run_1/ff_map.png
Drawn at 3 px/µm. Other sequential cells in the stronger gray, the rest of the logic in the fainter gray.
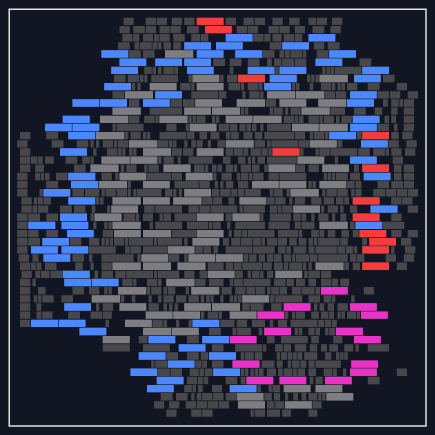
run_1/placed.png
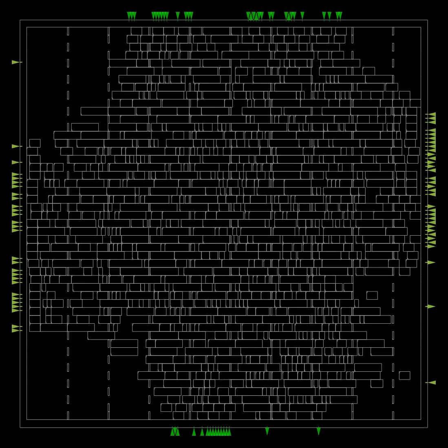
run_1/m3.png
Drawn at 2 px/µm.
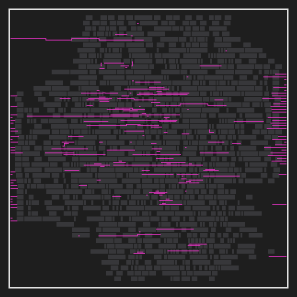
run_1/sizing.png
Drawn at 3 px/µm.
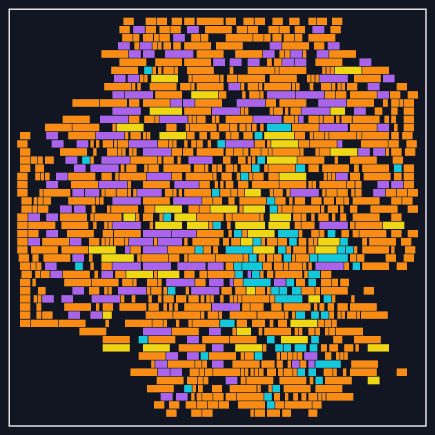
$ cat config.mk
export PLATFORM = sky130hd
export DESIGN_NAME = rc_frame_ctrl
export DESIGN_NICKNAME = d
export VERILOG_FILES = /design/src/rtl/rc_pkg.sv /design/src/rtl/rc_frame_ctrl_tick_gen.sv /design/src/rtl/rc_frame_ctrl.sv
export SDC_FILE = /design/constraint.sdc
export NUM_CORES = 1
export LEC_CHECK = 0
export CAP_MARGIN = 0
export CORE_MARGIN = 2
export CORE_UTILIZATION = 51
export DETAILED_ROUTE_END_ITERATION = 6
export PLACE_DENSITY = 0.81
export SLEW_MARGIN = 30
export SYNTH_ARGS = -nofsm -noshare
export SYNTH_HDL_FRONTEND = slang
export SYNTH_SLANG_ARGS = --single-unit
$ cat constraint.sdc
create_clock -name CLK -period 2.33 [get_ports CLK]
set_clock_uncertainty 0.15 [all_clocks]
set_input_delay 0.233 -clock CLK [delete_from_list [all_inputs] [get_ports CLK]]
set_output_delay 0.233 -clock CLK [all_outputs]
set_load 0.005 [all_outputs]
$ cat src/rtl/rc_pkg.sv
// Shared types and constants for the radio frame controller.
// Channel data width, FSM state encoding and CPU status word layout.
package rc_pkg;

  localparam int PW_W          = 12;
  localparam int ST_STATE_LSB  = 0;
  localparam int ST_STATE_W    = 2;
  localparam int ST_ONLINE_LSB = 2;

  typedef enum logic [1:0] {
    NOSIG  = 2'd0,
    ACQ    = 2'd1,
    LOCKED = 2'd2,
    FS     = 2'd3
  } rc_state_t;

endpackage

$ cat src/rtl/rc_frame_ctrl_tick_gen.sv
// Free-running prescaler producing a one-cycle tick every DIV clocks.
module tick_gen #(
  parameter int DIV = 50
) (
  input  logic CLK,
  input  logic RESET_N,
  output logic EN_OUT
);

  localparam int CW = (DIV > 1) ? $clog2(DIV) : 1;

  logic [CW-1:0] count;

  always_ff @(posedge CLK or negedge RESET_N) begin
    if (!RESET_N) begin
      count <= '0;
    end else if (count == CW'(DIV - 1)) begin
      count <= '0;
    end else begin
      count <= count + CW'(1);
    end
  end

  assign EN_OUT = (count == CW'(DIV - 1));

endmodule

$ cat src/rtl/rc_frame_ctrl.sv
// Frame gatherer, lock/failsafe FSM and CPU read port for a bank of
// pulse-width receivers.
module rc_frame_ctrl
  import rc_pkg::*;
#(
  parameter int NCH         = 6,
  parameter int DIV         = 50,
  parameter int PW_MIN      = 900,
  parameter int PW_MAX      = 2100,
  parameter int FS_PW       = 1000,
  parameter int LOCK_FRAMES = 4,
  parameter int FS_TIMEOUT  = 25000
) (
  input  logic                CLK,
  input  logic                RESET_N,
  output logic                EN,
  input  logic [NCH-1:0]      RX_ONLINE,
  input  logic [PW_W*NCH-1:0] RX_PW,
  input  logic [NCH-1:0]      RX_UPD,
  output logic                FRAME_VALID,
  output logic [1:0]          STATE,
  output logic                FAILSAFE,
  input  logic [3:0]          CH_SEL,
  output logic [PW_W-1:0]     CH_DATA
);

  localparam int TW   = $clog2(FS_TIMEOUT + 1);
  localparam int CNTW = $clog2(LOCK_FRAMES + 1);

  logic            en;
  logic [PW_W-1:0] pw [NCH];
  logic [NCH-1:0]  rng_bad;
  logic            upd_bad;
  logic [NCH-1:0]  mask;
  logic            bad_q;
  logic [PW_W-1:0] shadow [NCH];
  logic            complete, good, bad_frame;
  logic [TW-1:0]   timer;
  logic            timeout, offline;

  rc_state_t       state_q, state_d;
  logic [CNTW-1:0] good_cnt, cnt_d, cnt_inc;
  logic            load_snap, load_fs, fv_d;
  logic [PW_W-1:0] snapshot [NCH];
  logic            frame_valid;
  logic [PW_W-1:0] status, rd_data, ch_data;

  tick_gen #(.DIV(DIV)) u_tick (
    .CLK     (CLK),
    .RESET_N (RESET_N),
    .EN_OUT  (en)
  );

  always_comb begin
    for (int i = 0; i < NCH; i++) begin
      pw[i]      = RX_PW[PW_W*i +: PW_W];
      rng_bad[i] = (pw[i] < PW_W'(PW_MIN)) || (pw[i] > PW_W'(PW_MAX));
    end
  end

  assign upd_bad   = |(RX_UPD & rng_bad);
  assign complete  = &mask;
  assign good      = complete && !bad_q;
  assign bad_frame = complete && bad_q;
  assign offline   = ~&RX_ONLINE;

  // Updates landing in the completion cycle seed the next frame.
  always_ff @(posedge CLK or negedge RESET_N) begin
    if (!RESET_N) begin
      mask  <= '0;
      bad_q <= 1'b0;
      for (int i = 0; i < NCH; i++) shadow[i] <= '0;
    end else begin
      for (int i = 0; i < NCH; i++) begin
        if (RX_UPD[i]) shadow[i] <= pw[i];
      end
      if (complete) begin
        mask  <= RX_UPD;
        bad_q <= upd_bad;
      end else begin
        mask  <= mask | RX_UPD;
        bad_q <= bad_q | upd_bad;
      end
    end
  end

  // Entering FS restarts the timer so NOSIG needs a fresh full timeout.
  always_ff @(posedge CLK or negedge RESET_N) begin
    if (!RESET_N) begin
      timer <= '0;
    end else if (good || load_fs) begin
      timer <= '0;
    end else if (en && (timer != TW'(FS_TIMEOUT))) begin
      timer <= timer + TW'(1);
    end
  end

  assign timeout = (timer == TW'(FS_TIMEOUT));
  assign cnt_inc = (good_cnt == CNTW'(LOCK_FRAMES)) ? good_cnt : good_cnt + CNTW'(1);

  always_comb begin
    state_d   = state_q;
    cnt_d     = good_cnt;
    load_snap = 1'b0;
    load_fs   = 1'b0;
    fv_d      = 1'b0;
    case (state_q)
      NOSIG: begin
        if (good) begin
          state_d = ACQ;
          cnt_d   = CNTW'(1);
        end
      end
      ACQ, FS: begin
        if (timeout) begin
          state_d = NOSIG;
          cnt_d   = '0;
        end else if (good) begin
          cnt_d = cnt_inc;
          if (cnt_inc == CNTW'(LOCK_FRAMES)) begin
            state_d   = LOCKED;
            load_snap = 1'b1;
            fv_d      = 1'b1;
          end
        end else if (bad_frame) begin
          cnt_d = '0;
        end
      end
      LOCKED: begin
        if (timeout || offline) begin
          state_d = FS;
          cnt_d   = '0;
          load_fs = 1'b1;
        end else if (good) begin
          load_snap = 1'b1;
          fv_d      = 1'b1;
        end
      end
      default: state_d = NOSIG;
    endcase
  end

  always_ff @(posedge CLK or negedge RESET_N) begin
    if (!RESET_N) begin
      state_q     <= NOSIG;
      good_cnt    <= '0;
      frame_valid <= 1'b0;
      for (int i = 0; i < NCH; i++) snapshot[i] <= PW_W'(FS_PW);
    end else begin
      state_q     <= state_d;
      good_cnt    <= cnt_d;
      frame_valid <= fv_d;
      for (int i = 0; i < NCH; i++) begin
        if (load_fs)        snapshot[i] <= PW_W'(FS_PW);
        else if (load_snap) snapshot[i] <= shadow[i];
      end
    end
  end

  // Selects beyond the channel count read back the status word.
  always_comb begin
    status = '0;
    status[ST_STATE_LSB +: ST_STATE_W] = state_q;
    status[ST_ONLINE_LSB +: NCH]       = RX_ONLINE;
    rd_data = status;
    for (int i = 0; i < NCH; i++) begin
      if (CH_SEL == 4'(i)) rd_data = snapshot[i];
    end
  end

  always_ff @(posedge CLK or negedge RESET_N) begin
    if (!RESET_N) ch_data <= '0;
    else          ch_data <= rd_data;
  end

  assign EN          = en;
  assign FRAME_VALID = frame_valid;
  assign STATE       = state_q;
  assign FAILSAFE    = (state_q == NOSIG) || (state_q == FS);
  assign CH_DATA     = ch_data;

endmodule

==> reports/metrics.yaml, run 1 <==
cts:
  clkTransAtPathRegs_ns: 0.07
  numCtsBuffers: 17
  htreeDepth: 4
  worstSkewPairLatency_ns: 0.43
  cts_tree: "done"
global_routing:
  grt_pass1_wl_mm: 37.0
  grt_overflow: 0
  track_usage_pct: 24.3
worst_setup_path:
  path_delay_family: "AND-OR/OR-AND gates"
  slowest_stage: "or4b_4"
  worstSetupEndpointType: "flop"
  worstPathMaxFanout: 8
  r2r_setup_slack_ns: -0.24
  setup.worst_path.start: "good_cnt[0]$_DFFE_PN0P_"
  r2r_cells: 9
  worst-path-buf-inv: 4
final_layout:
  fin_nets: 1071
  regArea_um2: 4800
  nFillCells: 1286
pwr:
  power_mw: 8.99
  p_leak_nw: 4.87
final_timing:
  setup_viol: 73
  hold_viol_final: 0
  fin_ws_ns: -0.240
  relSlewSlack_pct: 58.7
  worstMarginPinSlew_ns: 0.618
logic_synthesis:
  ys.flops: 190
  yosys_warnings: 0
status:
  violations: "negative setup slack"
  status: "finished, violations left"
job:
  warnings: 37
  drv_cap: 0
drt:
  viasPerCell: 5.75
  drc: 0
Back to the opening pictures, ff_map.png:
legend:
  red:
    name_in_the_netlist: CH_DATA
    placed_flops: 12
  magenta:
    name_in_the_netlist: timer
    placed_flops: 15
    where: south-east
  blue:
    name_in_the_netlist: shadow
    placed_flops: 72
    where: widely spread

Back to the opening pictures, placed.png:
core area: 17,800 µm²
tap cells: 229
flop share of the area: 40.8%
Layout Cells excl Fill: 1,212
Core Util, Final: 65.9%

Back to the opening pictures, m3.png:
longest straight run: 55.7 µm
wire length on this layer: 1,310 µm
main direction: horizontal
share of all routed wire: 5.7%
nets with wire on the layer: 145
met3 Usage GRT: 4.64%
wirelength, routed: 23.0 mm
DR vias: 6,966

Back to the opening pictures, sizing.png:
legend:
  purple:
    size: x2
    cells: 129
    share: 13%
  yellow:
    size: x6 and larger
    cells: 44
    share: 4.5%
  cyan:
    size: x3 and x4
    cells: 67
    share: 6.8%
  orange:
    size: x1 and smaller
    cells: 743
    share: 76%
final worst slack: -0.240 ns
Layout area overhead: 27.5%

run 1: layout make-up:
class	count	area share, %
clock inverter	12	1.14
inverter	21	0.670
clock buffer	20	3.88
tap	229	2.44
multi-input combinational	563	35.3
sequential	190	40.8
timing repair buffer	177	15.7
run 1: cells by family (layout without fill, tap and decap cells):
group / count (synthesis) / in the layout / share of synthesized area, %
simple gates: 278 / 278 / 14.0
flops: 190 / 190 / 52.1
mux: 171 / 171 / 20.6
compound gates: 87 / 87 / 6.47
buf+inv: 62 / 230 / 3.81
xor+xnor: 16 / 16 / 1.52
fa+ha+maj: 11 / 11 / 1.49
run 1: power by group:
part / internal, mW / leakage (nW) / total (mW) / switching (mW)
Combinational: 1.10 / 2.29 / 2.38 / 1.29
Sequential: 3.55 / 2.30 / 3.70 / 0.156
Clock: 1.64 / 0.287 / 2.90 / 1.26
Total: 6.28 / 4.87 / 8.99 / 2.70
run 1: layer usage:
metal  vias up  global-route usage [%]  wire [µm]  share of wire (%)
li1       3167                       -          -                  -
met1      3479                    32.6       9760                 42
met2       268                    39.2      11200                 49
met3        52                    4.64       1310                5.7
met4         0                    9.61        716                3.1
met5         -                       0          0                  0
run 1: cell usage in the layout, fill, tap and decap left out, types with 4 or more instances in the layout:
cell type	synthesis	layout
dfrtp_1	154	153
nor2_1	110	110
clkdlybuf4s50_1	0	104
nand2_1	90	90
mux2i_1	90	87
mux2_2	73	73
buf_4	0	50
dfstp_2	36	36
a21oi_1	26	26
clkbuf_16	0	19
inv_1	19	18
nand3_1	18	18
xnor2_1	12	12
a211oi_1	12	12
buf_12	0	11
nor2b_1	9	9
o21ai_0	10	9
nor4_1	9	9
ha_1	11	9
mux4_2	8	8
a21o_1	6	6
nor3_1	5	5
a31oi_1	5	5
nand4_1	4	4
and3_1	4	4
xor2_1	4	4
or4_1	4	4
o211ai_1	4	4
buf_6	3	4
run 1: registers in the layout, summed over array words and instances (netlist names), named ones only:
name,cells
shadow,72
STATE,1
u_tick.count,6
bad_q,1
snapshot,72
mask,6
timer,15
FRAME_VALID,1
good_cnt,3
CH_DATA,12
run 1: stage by stage:
| stage | TNS [ns] | hold slack (ns) | instance area (µm²) | setup WS, ns | cells |
|---|---|---|---|---|---|
| after floorplan | -0.885 | -0.213 | 9230 | -0.0149 | 815 |
| after global placement | -5.90 | 0.0190 | 10800 | -0.103 | 1162 |
| after detailed placement | -12.50 | 0.0183 | 10800 | -0.212 | 1162 |
| after CTS | -12.58 | 0.147 | 11700 | -0.214 | 1207 |
| after global routing | -15.65 | 0.175 | 11800 | -0.286 | 1212 |
| final | -11.68 | 0.133 | 11800 | -0.240 | 1212 |
run 1: what timing repair did:
item / in CTS / in global routing
pin swaps: 3 / 3
hold buffers: 1 / 0
cloned: 4 / 2
endpoints found under the hold margin: 134 / 0
setup buffers: 8 / 5
resized: 14 / 10
setup endpoints to repair: 76 / 76
run_1/class_map.png
Drawn at 3 px/µm.
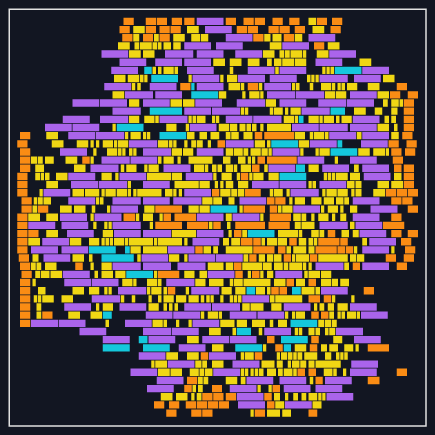

==> run 1 -> run 2 <==
- PLACE_DENSITY: 0.81 -> unset
- PLACE_DENSITY_LB_ADDON: unset -> 0.05
run_2/class_map.png
Drawn at 3 px/µm.
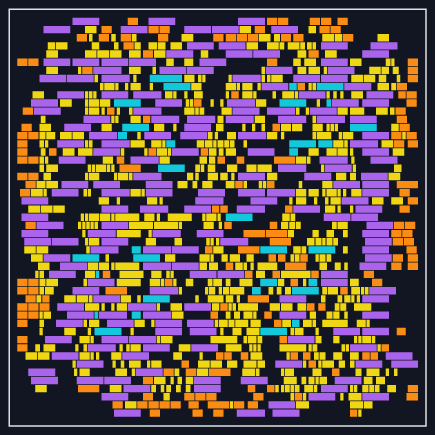
legend:
  cyan:
    class: clock drivers and dummy loads
    cells: 32
  yellow:
    class: remaining logic cells
    cells: 584
  purple:
    class: sequential cells
    cells: 190
  orange:
    class: remaining buffers and delay cells
    cells: 175

run_2/sizing.png
Drawn at 3 px/µm.
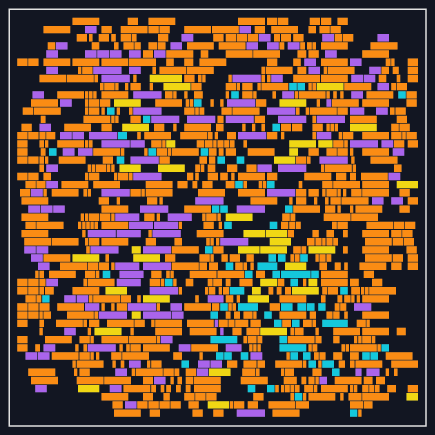
legend:
  purple:
    size: x2
    cells: 133
    share: 14%
  cyan:
    size: x3 and x4
    cells: 68
    share: 6.9%
  orange:
    size: x1 and smaller
    cells: 740
    share: 75%
  yellow:
    size: x6 and larger
    cells: 40
    share: 4.1%
final worst slack: -0.156 ns
design area: 11,600 µm²
bufs w/o clock: 175

==> run 2 against run 1 <==
The flow still finishes with violations (negative setup slack). Wire length shrank 3.6%. Sequential share of layout area increased by 0.43 points. First-iteration DRC count shrank 42%. Maximum frequency is 3.4% higher.
==> reports/metrics.yaml, run 2 <==
cts:
  cts_tree: "done"
  numCtsBuffers: 17
placed_design:
  place_inst: 1173
status:
  status: "finished, violations left"
  violations: "negative setup slack"
final_timing:
  relSlewSlack_pct: 55.9
  setup_viol: 72
  worstMarginPinSlew_ns: 0.662
  fin_ws_ns: -0.156
global_routing:
  track_usage_pct: 24.2
pwr:
  p_leak_nw: 4.83
final_layout:
  stdcell_count: 1210
  nFillCells: 1345
  regArea_um2: 4800
logic_synthesis:
  mux_share_pct: 20.6
  synthTopLogicFamily: "multiplexers"
  yosys_warnings: 0
  adder_share_pct: 1.49
job:
  warnings: 36
drt:
  num_vias: 6670
  wl_mm: 22.2
## run 2: repair_timing
action / 4_1_cts / 5_1_grt
endpoints found under the hold margin: 45 / 0
setup buffers: 4 / 0
hold buffers: 1 / 0
setup endpoints to repair: 76 / 77
resized: 6 / 10
## run 2: final cells by class
type | instances | share of cell area [%]
Sequential cell | 190 | 41.3
Multi-Input combinational cell | 563 | 35.7
Timing Repair Buffer | 175 | 15.0
Clock buffer | 20 | 3.84
Tap cell | 229 | 2.46
Clock inverter | 12 | 1.10
Inverter | 21 | 0.677
## run 2: where the power goes
| group | leakage, nW | internal (mW) | switching [mW] | total [mW] |
|---|---|---|---|---|
| Combinational | 2.26 | 1.09 | 1.27 | 2.36 |
| Sequential | 2.30 | 3.54 | 0.151 | 3.70 |
| Clock | 0.276 | 1.53 | 1.31 | 2.84 |
| Total | 4.83 | 6.16 | 2.73 | 8.89 |
## run 2: critical path: stages, from the launching register on
cell and delay [ns]:
dfrtp_1 0.39, inv_2 0.08, ha_4 0.21, or4b_4 0.52, a211o_1 0.30, a21boi_4 0.16
buf_12 0.18, buf_12 0.17, mux2i_1 0.24
## run 2: path summary, 6_finish.rpt
check	slack, ns	to	startpoint
worst max-delay path	-0.16	snapshot[5]$_DFFE_PN1P_	good_cnt[0]$_DFFE_PN0P_
worst min-delay path	0.20	u_tick.count[5]$_DFF_PN0_	RESET_N
worst max register to register	-0.16	snapshot[5]$_DFFE_PN1P_	good_cnt[0]$_DFFE_PN0P_
worst min register to register	0.33	mask[5]$_DFF_PN0_	mask[5]$_DFF_PN0_
max in group asynchronous	1.02	snapshot[65]$_DFFE_PN1P_	RESET_N
min in group CLK	0.28	shadow[49]$_DFFE_PN0P_	RX_PW[13]
## run 2: logic make-up (layout without fill, tap and decap cells)
| family | count (synthesis) | after routing |
|---|---|---|
| and+or+nand+nor | 278 | 278 |
| AOI/OAI and AO/OA | 87 | 87 |
| adders and majority gates | 11 | 11 |
| DFF | 190 | 190 |
| xor gates and xnor gates | 16 | 16 |
| buffers and inverters | 62 | 228 |
| muxes | 171 | 171 |
## run 2: per-layer routing
metal | up-vias | GRT usage, % | share of wire (%)
li1 | 3170 | - | -
met1 | 3325 | 31.4 | 44
met2 | 146 | 42.4 | 51
met3 | 29 | 3.67 | 3.3
met4 | 0 | 6.93 | 1.5
met5 | - | 0 | 0
## run 2: metrics by stage
stage          setup slack [ns]  hold slack [ns]  cell area (µm²)
4_1_cts                  -0.152            0.232            11600
5_1_grt                  -0.255            0.249            11600
2_1_floorplan           -0.0149           -0.213             9230
3_5_place_dp             -0.224            0.131            11000
6_report                 -0.156            0.202            11600
3_3_place_gp            -0.0544            0.124            11000
run_2/m3.png
Drawn at 2 px/µm.
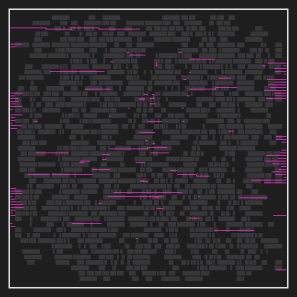

==> run 2 -> run 3 <==
- CORE_ASPECT_RATIO: unset -> 0.9
- SYNTH_HIERARCHICAL: unset -> 1
run_3/m3.png
Drawn at 2 px/µm.
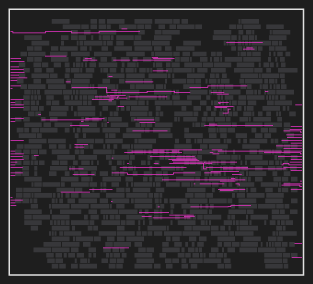
nets with wire on the layer: 112
main direction: horizontal
share of all routed wire: 5.9%
longest straight run: 41.4 µm
wire length on this layer: 1,450 µm
met3 Usage GRT: 4.43%
DR vias: 7,341
wirelength, routed: 24.4 mm

run_3/sizing.png
Drawn at 2 px/µm.
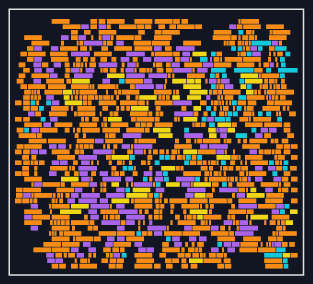
legend:
  cyan:
    size: x3 and x4
    cells: 77
    share: 7.6%
  purple:
    size: x2
    cells: 169
    share: 17%
  orange:
    size: x1 and smaller
    cells: 722
    share: 71%
  yellow:
    size: x6 and larger
    cells: 51
    share: 5.0%

==> run 3 against run 2 <==
Critical path type unchanged. Global-route usage is 1.2 points higher. The run now ends clean. Synthesized cell count is 4.8% higher. Clock power is 7.0% higher. Flip-flop count stayed put. Critical path depth is 1 higher. Maximum frequency is 8.3% higher.
==> reports/metrics.yaml, run 3 <==
drt:
  wl_per_cell_um: 19.4
  drc: 0
  ant_nets: 0
  drt_iter0_markers: 462
  viasPerCell: 5.83
cts:
  cts_tree: "done"
  htreeDepth: 4
  numCtsBuffers: 17
  clkTransAtPathRegs_ns: 0.07
  clock_path_buffers: 2
  clock-sinks: 190
  worstSkewPairLatency_ns: 0.44
worst_setup_path:
  worstPathMaxFanout: 22
  r2r_cells: 9
  crit_type: "reg -> reg"
  worstPathRequired_ns: 2.53
  worstSetupEndpointType: "flop"
logic_synthesis:
  ys.flops: 190
  yosys_warnings: 6
  syn_area_um2: 9310
  synth_top_flop_cell: "dfrtp_1"
final_timing:
  setup_viol: 0
  max_freq_ghz: 0.436
  hold_viol_final: 0
  relSlewSlack_pct: 49.9
  fin_ws_ns: 0.0352
  worstMarginPinSlew_ns: 0.749
final_layout:
  stdcell_count: 1259
  num_antenna_cells: 0
  largestRegisters: "shadow: 72 flops, snapshot: 72 flops, timer: 15 flops"
  fin_nets: 1107
  area_growth_pct: 29.2
  lay_top_cells: "154 x dfrtp_1, 103 x clkdlybuf4s50_1, 79 x mux2_2"
  lay_top_count: "dfrtp_1"
  nFillCells: 1353
job:
  warnings: 35
  drv_cap: 0
pwr:
  p_leak_nw: 5.18
hold_path:
  hp-class: "in -> async"
global_routing:
  grt_pass1_wl_mm: 38.9
  track_usage_pct: 25.4
  grt_overflow: 0
placed_design:
  place_ws_ns: -0.0961
  place_inst: 1214
floorplanning:
  core_area_um2: 17700
status:
  status: "completed"
## run 3: layer usage
metal  GRT usage [%]  up-vias  part of all wire (%)  wire length (µm)
met5               0        -                     0                 0
met4            6.85        0                   1.2               299
met3            4.43       29                   5.9              1450
met2            41.9      232                    49             11800
met1            34.9     3655                    44             10800
li1                -     3425                     -                 -
## run 3: final cells by class
class                   count  area [µm²]  area share, %
repair buffers            192        1920           15.9
inverters                  49         184           1.53
flip-flops and latches    190        4800           39.9
clock inverters            13         168           1.39
clock buffers              19         443           3.68
well taps                 240         300           2.50
multi-input cells         556        4220           35.1
## run 3: cell families after synthesis
family	Yosys count	share of synthesized area, %
adder cells (fa/ha/maj)	11	1.48
AND-OR/OR-AND	196	15.7
buffers and inverters	108	4.99
XOR/XNOR	18	1.69
AND/OR/NAND/NOR	234	13.1
flip-flops	190	51.6
multiplexers	97	11.5
## run 3: through the flow
step / utilization [%] / TNS [ns] / hold slack (ns) / cell area (µm²) / total power [mW]
final: 67.8 / 0 / 0.178 / 12000 / 8.97
after global routing: 67.8 / -0.118 / 0.215 / 12000 / 9.35
after CTS: 66.6 / -0.0667 / 0.180 / 11800 / 8.99
after detailed placement: 62.8 / -0.977 / 0.0790 / 11100 / 5.95
after global placement: 62.8 / -0.200 / 0.0711 / 11100 / 5.89
after floorplan: - / 0 / -0.213 / 9350 / 4.85
## run 3: power breakdown
group / total [mW] / switching [mW] / internal (mW) / leakage, nW
sequential: 3.69 / 0.158 / 3.53 / 2.30
clock: 3.04 / 1.38 / 1.66 / 0.302
combinational: 2.24 / 1.26 / 0.984 / 2.58
total: 8.97 / 2.79 / 6.18 / 5.18
## run 3: final timing paths
path / from / endpoint / slack (ns)
worst max-delay path: timer[0]$_DFFE_PN0P_ / snapshot[50]$_DFFE_PN0P_ / 0.04
worst min-delay path: RESET_N / u_tick/count[2]$_DFF_PN0_ / 0.18
worst max register to register: timer[0]$_DFFE_PN0P_ / snapshot[50]$_DFFE_PN0P_ / 0.04
worst min register to register: snapshot[30]$_DFFE_PN1P_ / snapshot[30]$_DFFE_PN1P_ / 0.35
max in group asynchronous: RESET_N / snapshot[55]$_DFFE_PN1P_ / 1.11
min in group CLK: RX_PW[36] / shadow[24]$_DFFE_PN0P_ / 0.28
## run 3: critical path, cell delays in order (launching register included)
cell,delay (ns)
dfrtp_1,0.37
inv_2,0.06
ha_1,0.19
nand2b_1,0.14
nor4_2,0.06
buf_4,0.16
or4_1,0.53
and2_4,0.22
buf_12,0.15
o21ai_0,0.18
## run 3: timing repair
item / in CTS / in global routing
resized: 6 / 30
hold buffers: 1 / 0
pin swaps: 1 / 8
endpoints found under the hold margin: 46 / 0
gates cloned: 0 / 2
endpoints found under the setup margin: 12 / 77
setup buffers: 4 / 6
Power figures rest on the tool's default switching activity, not on a simulated workload.
